File: src/rtl/seq_encoder_pkg.sv
// -----------------------------------------------------------------------------
// seq_encoder_pkg
// Shared definitions for the sequential priority encoder slice.
//   - DEFAULT_N : default index width (vector width is 2**DEFAULT_N)
//   - VEC_MAX_W : widest request vector the helper function handles
//   - state_e   : drain FSM state encoding
//   - pop_is_one: true when exactly one bit of a vector is set
// -----------------------------------------------------------------------------
package seq_encoder_pkg;

  localparam int DEFAULT_N = 3;
  localparam int VEC_MAX_W = 256;

  typedef enum logic [0:0] {
    IDLE  = 1'b0,
    DRAIN = 1'b1
  } state_e;

  // Exactly one bit set: non-zero and clearing the lowest set bit leaves zero.
  function automatic logic pop_is_one(input logic [VEC_MAX_W-1:0] v);
    logic [VEC_MAX_W-1:0] rest_s;
    rest_s = v & (v - {{(VEC_MAX_W-1){1'b0}}, 1'b1});
    return (v != {VEC_MAX_W{1'b0}}) && (rest_s == {VEC_MAX_W{1'b0}});
  endfunction

endpackage

File: src/rtl/seq_encoder_if.sv
// -----------------------------------------------------------------------------
// seq_encoder_if
// Request-vector input handshake and index output handshake of seq_encoder.
//   in_valid/in_ready/in           : 2**n-bit request vector transfer
//   out_valid/out_ready/out/out_last: n-bit index transfer, last-of-vector flag
//   busy                            : encoder is draining a vector
// Modports:
//   slave  - the encoder itself
//   master - the environment (vector source + index consumer)
// -----------------------------------------------------------------------------
interface seq_encoder_if
  import seq_encoder_pkg::*;
#(
  parameter int n = DEFAULT_N
) ();

  logic              in_valid;
  logic              in_ready;
  logic [(1<<n)-1:0] in;
  logic              out_valid;
  logic              out_ready;
  logic [n-1:0]      out;
  logic              out_last;
  logic              busy;

  modport slave (
    input  in_valid,
    output in_ready,
    input  in,
    output out_valid,
    input  out_ready,
    output out,
    output out_last,
    output busy
  );

  modport master (
    output in_valid,
    input  in_ready,
    output in,
    input  out_valid,
    output out_ready,
    input  out,
    input  out_last,
    input  busy
  );

endinterface

File: src/rtl/seq_encoder_prio_enc.sv
// -----------------------------------------------------------------------------
// prio_enc
// Combinational priority encoder over a 2**n-bit vector.
//   vec  : input vector
//   idx  : index of the selected set bit (0 when vec is zero)
//   mask : one-hot mask of the selected bit
//   any  : at least one bit of vec is set
// Build option SEQ_ENCODER_LSB_FIRST_EN: when defined the lowest set bit wins,
// otherwise the highest set bit wins.
// -----------------------------------------------------------------------------
module prio_enc
  import seq_encoder_pkg::*;
#(
  parameter int n = DEFAULT_N
) (
  input  logic [(1<<n)-1:0] vec,
  output logic [n-1:0]      idx,
  output logic [(1<<n)-1:0] mask,
  output logic              any
);

  localparam int W = 1 << n;

  // Scan the vector so that the winning bit is the last one found.
  always_comb begin
    int sel;
    sel = 0;
`ifdef SEQ_ENCODER_LSB_FIRST_EN
    for (int i = W - 1; i >= 0; i--) begin
      if (vec[i]) begin
        sel = i;
      end else begin
        sel = sel;
      end
    end
`else
    for (int i = 0; i < W; i++) begin
      if (vec[i]) begin
        sel = i;
      end else begin
        sel = sel;
      end
    end
`endif
    idx  = sel[n-1:0];
    mask = {{(W-1){1'b0}}, 1'b1} << sel;
    any  = |vec;
  end

endmodule

File: src/rtl/seq_encoder.sv
// -----------------------------------------------------------------------------
// seq_encoder
// Sequential encoder: accepts a 2**n-bit request vector and emits the index of
// every set bit, one per output handshake.  Default order is highest index
// first; defining SEQ_ENCODER_LSB_FIRST_EN reverses it to lowest first.
// Ports:
//   clk   - rising-edge clock
//   rst_n - asynchronous active-low reset
//   en    - enable; low freezes state and blocks transfers on both sides
//   bus   - seq_encoder_if.slave (vector in, index out, busy)
// Outputs come only from the registered state/pending vector (plus en gating);
// there is no combinational path from bus.in to the index outputs.
// -----------------------------------------------------------------------------
module seq_encoder
  import seq_encoder_pkg::*;
#(
  parameter int n = DEFAULT_N
) (
  input  logic               clk,
  input  logic               rst_n,
  input  logic               en,
  seq_encoder_if.slave       bus
);

  localparam int W = 1 << n;

  localparam logic [0:0] ST_IDLE  = IDLE;
  localparam logic [0:0] ST_DRAIN = DRAIN;

  logic [0:0]   state_r;
  logic [W-1:0] pending_r;

  logic [n-1:0] idx_s;
  logic [W-1:0] mask_s;
  logic         any_s;
  logic         in_ready_s;
  logic         out_valid_s;
  logic         out_last_s;
  logic         in_fire_s;
  logic         out_fire_s;

  prio_enc #(
    .n (n)
  ) u_prio_enc (
    .vec  (pending_r),
    .idx  (idx_s),
    .mask (mask_s),
    .any  (any_s)
  );

  // rst_n gates in_ready so the source sees no readiness while reset is held.
  assign in_ready_s  = rst_n & en & (state_r == ST_IDLE);
  assign out_valid_s = en & (state_r == ST_DRAIN) & any_s;
  assign out_last_s  = pop_is_one(VEC_MAX_W'(pending_r));
  assign in_fire_s   = bus.in_valid & in_ready_s;
  assign out_fire_s  = out_valid_s & bus.out_ready;

  assign bus.in_ready  = in_ready_s;
  assign bus.out_valid = out_valid_s;
  assign bus.out       = idx_s;
  assign bus.out_last  = out_last_s;
  assign bus.busy      = (state_r == ST_DRAIN);

  // Drain FSM and pending-vector register; en low holds everything.
  always_ff @(posedge clk or negedge rst_n) begin
    if (!rst_n) begin
      state_r   <= ST_IDLE;
      pending_r <= {W{1'b0}};
    end else if (en) begin
      case (state_r)
        ST_IDLE: begin
          // A zero vector is consumed without entering DRAIN.
          if (in_fire_s && (bus.in != {W{1'b0}})) begin
            pending_r <= bus.in;
            state_r   <= ST_DRAIN;
          end else begin
            pending_r <= pending_r;
            state_r   <= ST_IDLE;
          end
        end
        ST_DRAIN: begin
          if (!any_s) begin
            // Nothing left to emit (cannot happen in normal operation).
            state_r <= ST_IDLE;
          end else if (out_fire_s) begin
            pending_r <= pending_r & ~mask_s;
            state_r   <= out_last_s ? ST_IDLE : ST_DRAIN;
          end else begin
            pending_r <= pending_r;
            state_r   <= ST_DRAIN;
          end
        end
        default: begin
          state_r   <= ST_IDLE;
          pending_r <= {W{1'b0}};
        end
      endcase
    end else begin
      state_r   <= state_r;
      pending_r <= pending_r;
    end
  end

endmodule
File: src/flat_wrapper.sv
// flat-port wrapper written by rule: the top's interface ports become plain ports
module seq_encoder_flat import seq_encoder_pkg::*;
#(
  parameter int n = DEFAULT_N
)
  (clk, rst_n, en, bus_in_valid, bus_in_ready, bus_in, bus_out_valid, bus_out_ready, bus_out, bus_out_last, bus_busy);
  seq_encoder_if #(.n(n)) bus_i ();
  input  logic clk;
  input  logic rst_n;
  input  logic en;
  input wire logic [$bits(bus_i.in_valid)-1:0] bus_in_valid;
  output wire logic [$bits(bus_i.in_ready)-1:0] bus_in_ready;
  input wire logic [$bits(bus_i.in)-1:0] bus_in;
  output wire logic [$bits(bus_i.out_valid)-1:0] bus_out_valid;
  input wire logic [$bits(bus_i.out_ready)-1:0] bus_out_ready;
  output wire logic [$bits(bus_i.out)-1:0] bus_out;
  output wire logic [$bits(bus_i.out_last)-1:0] bus_out_last;
  output wire logic [$bits(bus_i.busy)-1:0] bus_busy;
  assign bus_i.in_valid = bus_in_valid;
  assign bus_in_ready = bus_i.in_ready;
  assign bus_i.in = bus_in;
  assign bus_out_valid = bus_i.out_valid;
  assign bus_i.out_ready = bus_out_ready;
  assign bus_out = bus_i.out;
  assign bus_out_last = bus_i.out_last;
  assign bus_busy = bus_i.busy;
  seq_encoder #(.n(n)) u_core (.clk(clk), .rst_n(rst_n), .en(en), .bus(bus_i));
endmodule
File: config.mk
export PLATFORM = sky130hd
export DESIGN_NAME = seq_encoder_flat
export DESIGN_NICKNAME = d
export VERILOG_FILES = /design/src/rtl/seq_encoder_pkg.sv /design/src/rtl/seq_encoder_if.sv /design/src/rtl/seq_encoder_prio_enc.sv /design/src/rtl/seq_encoder.sv /design/src/flat_wrapper.sv
export SDC_FILE = /design/constraint.sdc
export NUM_CORES = 1
export LEC_CHECK = 0
export CORE_UTILIZATION = 45
export DETAILED_ROUTE_END_ITERATION = 8
export GPL_ROUTABILITY_DRIVEN = 0
export HOLD_SLACK_MARGIN = 0.05
export PLACE_DENSITY_LB_ADDON = 0.12
export SYNTH_ARGS = -nofsm -noshare
export SYNTH_HDL_FRONTEND = slang
export SYNTH_SLANG_ARGS = --single-unit
File: constraint.sdc
create_clock -name clk -period 2.1 [get_ports clk]
set_input_delay 0.21 -clock clk [delete_from_list [all_inputs] [get_ports clk]]
set_output_delay 0.21 -clock clk [all_outputs]
set_load 0.05 [all_outputs]
### Track usage over the die, run 1

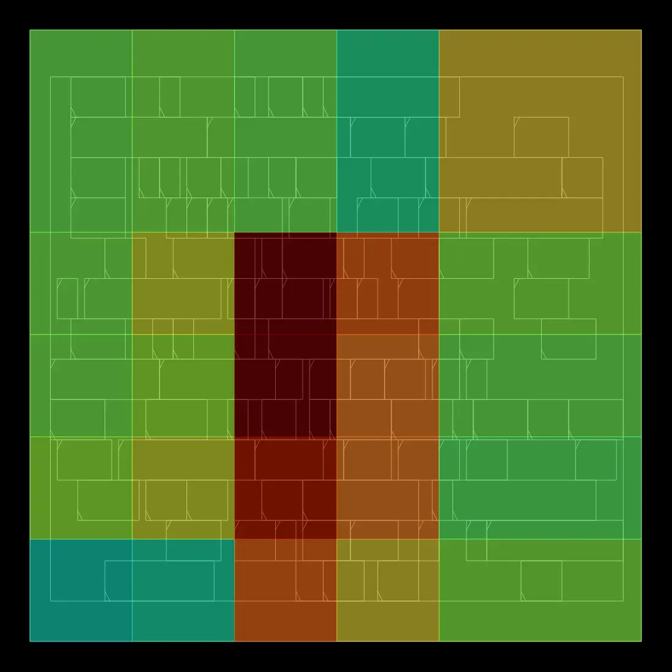
met3 global-route usage: 0.0489
GR met1 Demand/Resource: 0.334
Routed WL per cell: 17.0 um
GRT Util Overall: 0.268

### Metal layers overlaid, run 1

(10 px per um) Two of the layers only.
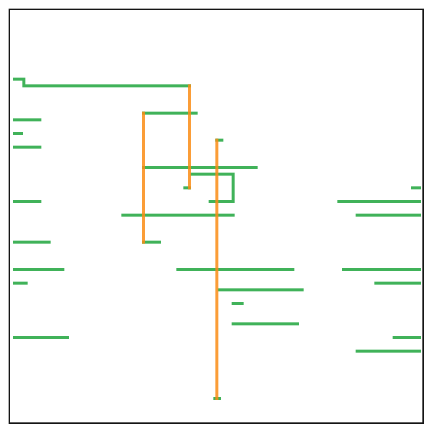
metal 3 -> green  # wire length 143 um
metal 4 -> orange  # wire length 49.0 um
routed via count: 733
Routed WL: 2.01 mm

### Routed clock nets over the placement, run 1

(10 px per um)
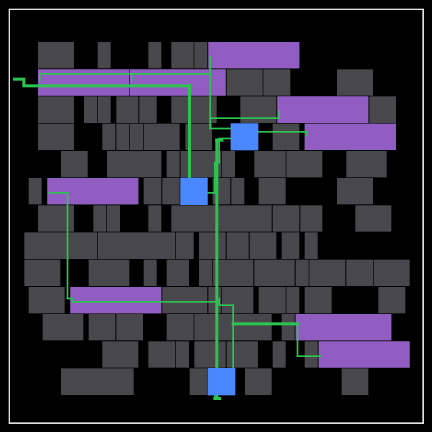
clock wires -> green  # length 157 um
flip-flops -> purple  # count 9
clock drivers -> blue  # count 3
flops lie = all over the die

==> flow_summary.ini, run 1 <==
; generated from flow reports
[yosys]
synth-seq-cells = 9
ys_types = 32
xor_area_frac = 0
synth-compound-area-share = 0.309
synth_nets = 92
yosys_warnings = 0
ys_sh_adder = 0.0144
avgSynthCellArea_sq_um = 8.77
topCombFamilyByArea = AND-OR/OR-AND gates
top_cells_by_area = dfrtp_1 32%, nand2_1 5.4%, nor2_1 5.4%
synthMuxAreaShare = 0
top_area_cell = dfrtp_1
ys_cells = 79
synth_area_sq_um = 693
top_area_frac = 0.325

[placement]
dpl.cell_count = 112
detailed_place_hpwl_mm = 1.39
pre_cts_ws_ns = 0.0249
port-buffer-count = 19

[final_layout]
fin_util = 0.721
postLayoutCellArea_sq_um = 985
fin_cells = 118
layout.cells.most_common = clkdlybuf4s50_1
drive_gt1_frac = 0.311
lay_top_cells = 13 x clkdlybuf4s50_1, 12 x buf_4, 10 x nor2_1, 10 x nand2_1, 7 x dfrtp_1
insertedDiodeCount = 0
area_delta_synth_final_pct = 42.1

[critical_path]
crit_cells = 4
rr_endpoint = u_core.pending_r[0]$_DFFE_PN0P_
required_ns = 1.89
crit_fanout = 7
worstRegToRegCells = 5
slowest_delay_ns = 0.60
crit_end = bus_out_valid
startpoint = u_core.pending_r[6]$_DFFE_PN0P_
crit_slowest_cell = or4_4
arrival_ns = 1.85
cp_num_buf_inv = 1
critPathKind = flop to primary output

[clock_tree]
clk_pin_slew_ns = 0.06
numCtsBuffers = 3
cts_sinks = 9
clockBufferDepth = 2
clockRootBuffer = clkbuf_4
clk_latency_ns = 0.27
cts.htree.levels = 1
hold_buffers = 0

[timing]
setup_tns_ns = 0
fmax_mhz = 484
period_used_share = 0.983
slew_violations = 0
tightest_slew_ns = 0.582
setup_violations = 0
hold_ws_ns = 0.295
slew_headroom = 0.608
layout_min_cycle_time_ns = 2.06
fin_skew_ns = 0.000472

[routing]
dr_wl_met2_um = 956
antenna_left = 0
dr.first_iter.drc_count = 47
drc = 0
m1WireLength_um = 863

[power_and_ir_drop]
total_power_uw = 1910
p_leak_uw = 0.000419
powerDensity_nw_per_um2 = 1940

[floorplan]
die_area_sq_um = 1700
fp_util = 0.507
rows = 13
die_w_um = 41.2

[outcome]
outcome = complete, no violations

[run]
warnings = 27

[global_routing]
grt_pass1_vias = 645
grt_pass1_wl_mm = 2.87
overflow = 0
[run 1: registers in the layout (all words and copies together) (netlist names)]
signal / cells
u_core.bus.busy: 1
u_core.pending_r: 8
[run 1: cell usage after synthesis (all sizes together)]
library cell and n:
maj3 1, o21bai 1, o311a 1, and2 1
a31oi 1, dfrtp 9, or4 2, a2111oi 1
buf 6, o21ai 6, clkbuf 2, inv 4
nor2 10, a21o 2, or3 1, a22o 2
nor4 5, nor3 1, a21oi 1, a32o 1
a221o 2, nand2 10, nor4b 3, o31ai 1
o21a 2, nand2b 1, o211ai 2
[run 1: layer usage]
layer  track usage  vias up
met1         0.334      352
met5             0        -
met4         0.137        0
met2         0.434       37
li1              -      337
met3        0.0489        7
[run 1: kinds of logic (layout without fill, tap and decap cells)]
logic type               Yosys count  in the layout
AND-OR/OR-AND                     23             23
adder cells (fa/ha/maj)            1              1
buffers and inverters             12             36
flip-flops                         9              9
AND/OR/NAND/NOR                   34             34
[run 1: power by group]
group	leakage (uW)	switching (uW)	internal, uW
logic	0.000290	821	599
registers	0.000113	105	247
clock network	0.0000150	69.3	73.7
total	0.000419	995	919
[run 1: worst register-to-register path, stage by stage, from the launching register on]
cell	delay [ns]
dfrtp_1	0.38
or4_4	0.60
o21a_4	0.26
a31oi_4	0.28
o21ai_0	0.16
nand2_1	0.10
[run 1: cell type report]
class / count / area (sq um)
inverter: 4 / 15.0
multi-input combinational: 58 / 425
clock buffer: 4 / 26.3
tap: 15 / 18.8
fill: 109 / 382
timing repair buffer: 28 / 272
sequential: 9 / 228
[run 1: timing repair]
item | CTS | global route
resized | 4 | 4
buffers inserted | 0 | 2
pin swaps | 2 | 3
setup endpoints to repair | 2 | 2
==> run 1 -> run 2 <==
--- a/config.mk
+++ b/config.mk
@@ -5,6 +5,7 @@
 export SDC_FILE = /design/constraint.sdc
 export NUM_CORES = 1
 export LEC_CHECK = 0
+export CAP_MARGIN = 30
 export CORE_UTILIZATION = 45
 export DETAILED_ROUTE_END_ITERATION = 8
 export GPL_ROUTABILITY_DRIVEN = 0
### The metal 1 layer, run 2

(10 px per um) Supply wires on this layer in gray.
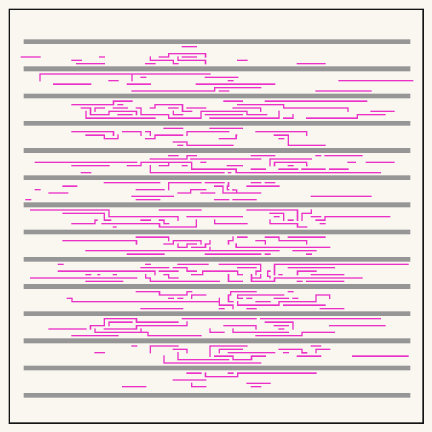
share of all routed wire = 43%
main direction = horizontal

==> flow_summary.ini, run 2 <==
; generated from flow reports
[outcome]
outcome = complete, no violations

[yosys]
yosys_most_used_dff = dfrtp_1
synth-seq-cells = 9
topCombFamilyByArea = AND-OR/OR-AND gates
xor_area_frac = 0
top_cells_by_count = 10 x nand2_1, 10 x nor2_1, 9 x dfrtp_1
top_area_frac = 0.325
ys_types = 32
synthMuxAreaShare = 0

[routing]
antenna_left = 0
vias = 733
dr.first_iter.drc_count = 47
dr_wl_met2_um = 956

[global_routing]
grt_pass1_vias = 645

[clock_tree]
cts.htree.levels = 1
numCtsBuffers = 3
clk_latency_ns = 0.27

[final_layout]
comb_area_sq_um = 425
flop_area_sq_um = 228
drive_gt1_frac = 0.311
lay_top_cells = 13 x clkdlybuf4s50_1, 12 x buf_4, 10 x nor2_1, 10 x nand2_1, 7 x dfrtp_1
fillerInstances = 109
layout.cells.most_common = clkdlybuf4s50_1

[power_and_ir_drop]
powerComb_uw = 1420
comb_power_share = 0.742
p_sw_uw = 995
powerSeq_uw = 351
p_int_uw = 919
maxPowerGroup = combinational cells

[critical_path]
crit_fanout = 7
critPathKind = flop to primary output

[floorplan]
rows = 13
die_area_sq_um = 1700

[placement]
port-buffer-count = 19

[run]
warnings = 27

[timing]
fmax_mhz = 484
-- run 2: worst paths after layout --
kind	start	end	slack, ns	cells after the start
setup / recovery	u_core.pending_r[6]$_DFFE_PN0P_	bus_out_valid	0.04	4
hold reg to reg	u_core.pending_r[1]$_DFFE_PN0P_	u_core.pending_r[1]$_DFFE_PN0P_	0.58	2
max in group asynchronous	rst_n	u_core.pending_r[1]$_DFFE_PN0P_	1.65	2
min in group clk	bus_in[5]	u_core.pending_r[5]$_DFFE_PN0P_	0.50	3
hold / removal	rst_n	u_core.pending_r[4]$_DFFE_PN0P_	0.29	2
setup reg to reg	u_core.pending_r[6]$_DFFE_PN0P_	u_core.pending_r[0]$_DFFE_PN0P_	0.27	5
-- run 2: per-stage QoR --
stage	std cells	hold slack, ns	worst slack (ns)	setup TNS (ns)	total power [uW]
floorplan	79	-0.0856	0.0549	0	1270
finish	118	0.295	0.0354	0	1910
global route	118	0.311	-0.00243	-0.00243	2000
global placement	112	0.557	0.0341	0	1620
detailed placement	112	0.561	0.0249	0	1650
CTS	116	0.287	0.00138	0	1830
-- run 2: kinds of logic after synthesis --
family / Yosys count
DFF: 9
buffers and inverters: 12
adders and majority gates: 1
and+or+nand+nor: 34
AOI/OAI and AO/OA: 23
-- run 2: final cells by class --
class                   count  share of cell area
clock buffers               4              0.0267
inverters                   4              0.0152
repair buffers             28               0.276
well taps                  15              0.0191
flip-flops and latches      9               0.231
multi-input cells          58               0.432
-- run 2: repair_timing --
item | CTS | global route
hold endpoints to repair | 0 | 0
hold buffers | 0 | 0
pin swaps | 2 | 3
buffers inserted | 0 | 2
gates resized | 4 | 4
setup endpoints to repair | 2 | 2
-- run 2: routing by layer --
layer	GRT usage	up-vias
met2	0.434	37
li1	-	337
met1	0.334	352
met3	0.0489	7
met4	0.137	0
met5	0	-
==> run 2 -> run 3 <==
--- a/config.mk
+++ b/config.mk
@@ -9,7 +9,6 @@
 export CORE_UTILIZATION = 45
 export DETAILED_ROUTE_END_ITERATION = 8
 export GPL_ROUTABILITY_DRIVEN = 0
-export HOLD_SLACK_MARGIN = 0.05
 export PLACE_DENSITY_LB_ADDON = 0.12
 export SYNTH_ARGS = -nofsm -noshare
 export SYNTH_HDL_FRONTEND = slang
### Routed clock nets over the placement, run 3

(10 px per um)
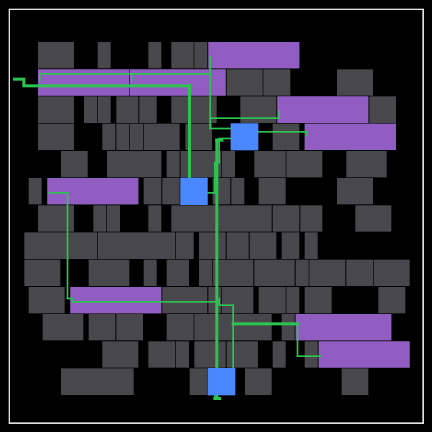
clock wires -> green  # length 157 um
flip-flops -> purple  # count 9
clock drivers -> blue  # count 3
flops lie = all over the die
routed clock nets = 4

==> flow_summary.ini, run 3 <==
; generated from flow reports
[outcome]
outcome = complete, no violations

[timing]
hold_ws_ns = 0.295
fmax_mhz = 484

[routing]
dr.first_iter.drc_count = 47
vias = 733
antenna_left = 0

[critical_path]
crit_fanout = 7
rr_endpoint = u_core.pending_r[0]$_DFFE_PN0P_
r2r-start = u_core.pending_r[6]$_DFFE_PN0P_
worstRegToRegCells = 5
startpoint = u_core.pending_r[6]$_DFFE_PN0P_

[final_layout]
fin_cells = 118
fillerInstances = 109
layout.cells.most_common = clkdlybuf4s50_1
comb_area_sq_um = 425
drive_gt1_frac = 0.311
flop_area_sq_um = 228
lay_top_cells = 13 x clkdlybuf4s50_1, 12 x buf_4, 10 x nor2_1, 10 x nand2_1, 7 x dfrtp_1

[floorplan]
die_area_sq_um = 1700

[run]
warnings = 27

[global_routing]
grt_pass1_vias = 645

[clock_tree]
numCtsBuffers = 3
cts.htree.levels = 1
hold_buffers = 0
clk_latency_ns = 0.27

[placement]
port-buffer-count = 19
dpl.cell_count = 112

[yosys]
top_cells_by_count = 10 x nand2_1, 10 x nor2_1, 9 x dfrtp_1
topCombFamilyByArea = AND-OR/OR-AND gates
yosys_most_used_dff = dfrtp_1
synth-seq-cells = 9
synthMuxAreaShare = 0
xor_area_frac = 0
top_area_frac = 0.325
ys_types = 32

[power_and_ir_drop]
p_sw_uw = 995
comb_power_share = 0.742
p_int_uw = 919
## run 3: per-stage QoR
| stage | setup TNS (ns) | worst slack, ns | total power, uW |
|---|---|---|---|
| floorplan | 0 | 0.0549 | 1270 |
| global placement | 0 | 0.0341 | 1620 |
| detailed placement | 0 | 0.0249 | 1650 |
| CTS | 0 | 0.00138 | 1830 |
| global route | -0.00243 | -0.00243 | 2000 |
| finish | 0 | 0.0354 | 1910 |
## run 3: critical path, stage by stage, from the launching register on
cell and delay [ns]:
dfrtp_1 0.38, or4_4 0.60, o21a_4 0.26, and2_2 0.20, buf_6 0.15
## run 3: cell families (layout without fill, tap and decap cells)
group / after synthesis / in the layout
and+or+nand+nor: 34 / 34
AOI/OAI and AO/OA: 23 / 23
buffers and inverters: 12 / 36
DFF: 9 / 9
adders and majority gates: 1 / 1
## run 3: per-layer routing
metal,vias to the layer above,share of wire,global-route usage
met5,-,0,0
li1,337,-,-
met4,0,0.024,0.137
met3,7,0.071,0.0489
met2,37,0.48,0.434
met1,352,0.43,0.334
## run 3: power groups by stage
stage	logic, uW	clock network (uW)	registers, uW
final	1420	143	351
after global routing	1480	154	366
after CTS	1340	142	352
after detailed placement	1300	0	345
after global placement	1280	0	339
after floorplan	966	0	304
## run 3: timing repair
item                       in CTS  in global routing
setup endpoints to repair       2                  2
buffers inserted                0                  2
pin swaps                       2                  3
resized                         4                  4
hold endpoints to repair        0                  0
## run 3: area by class of cell
class / instances / share of cell area
flip-flops and latches: 9 / 0.231
inverters: 4 / 0.0152
clock buffers: 4 / 0.0267
well taps: 15 / 0.0191
repair buffers: 28 / 0.276
multi-input cells: 58 / 0.432
Power and IR drop assume default switching activity.
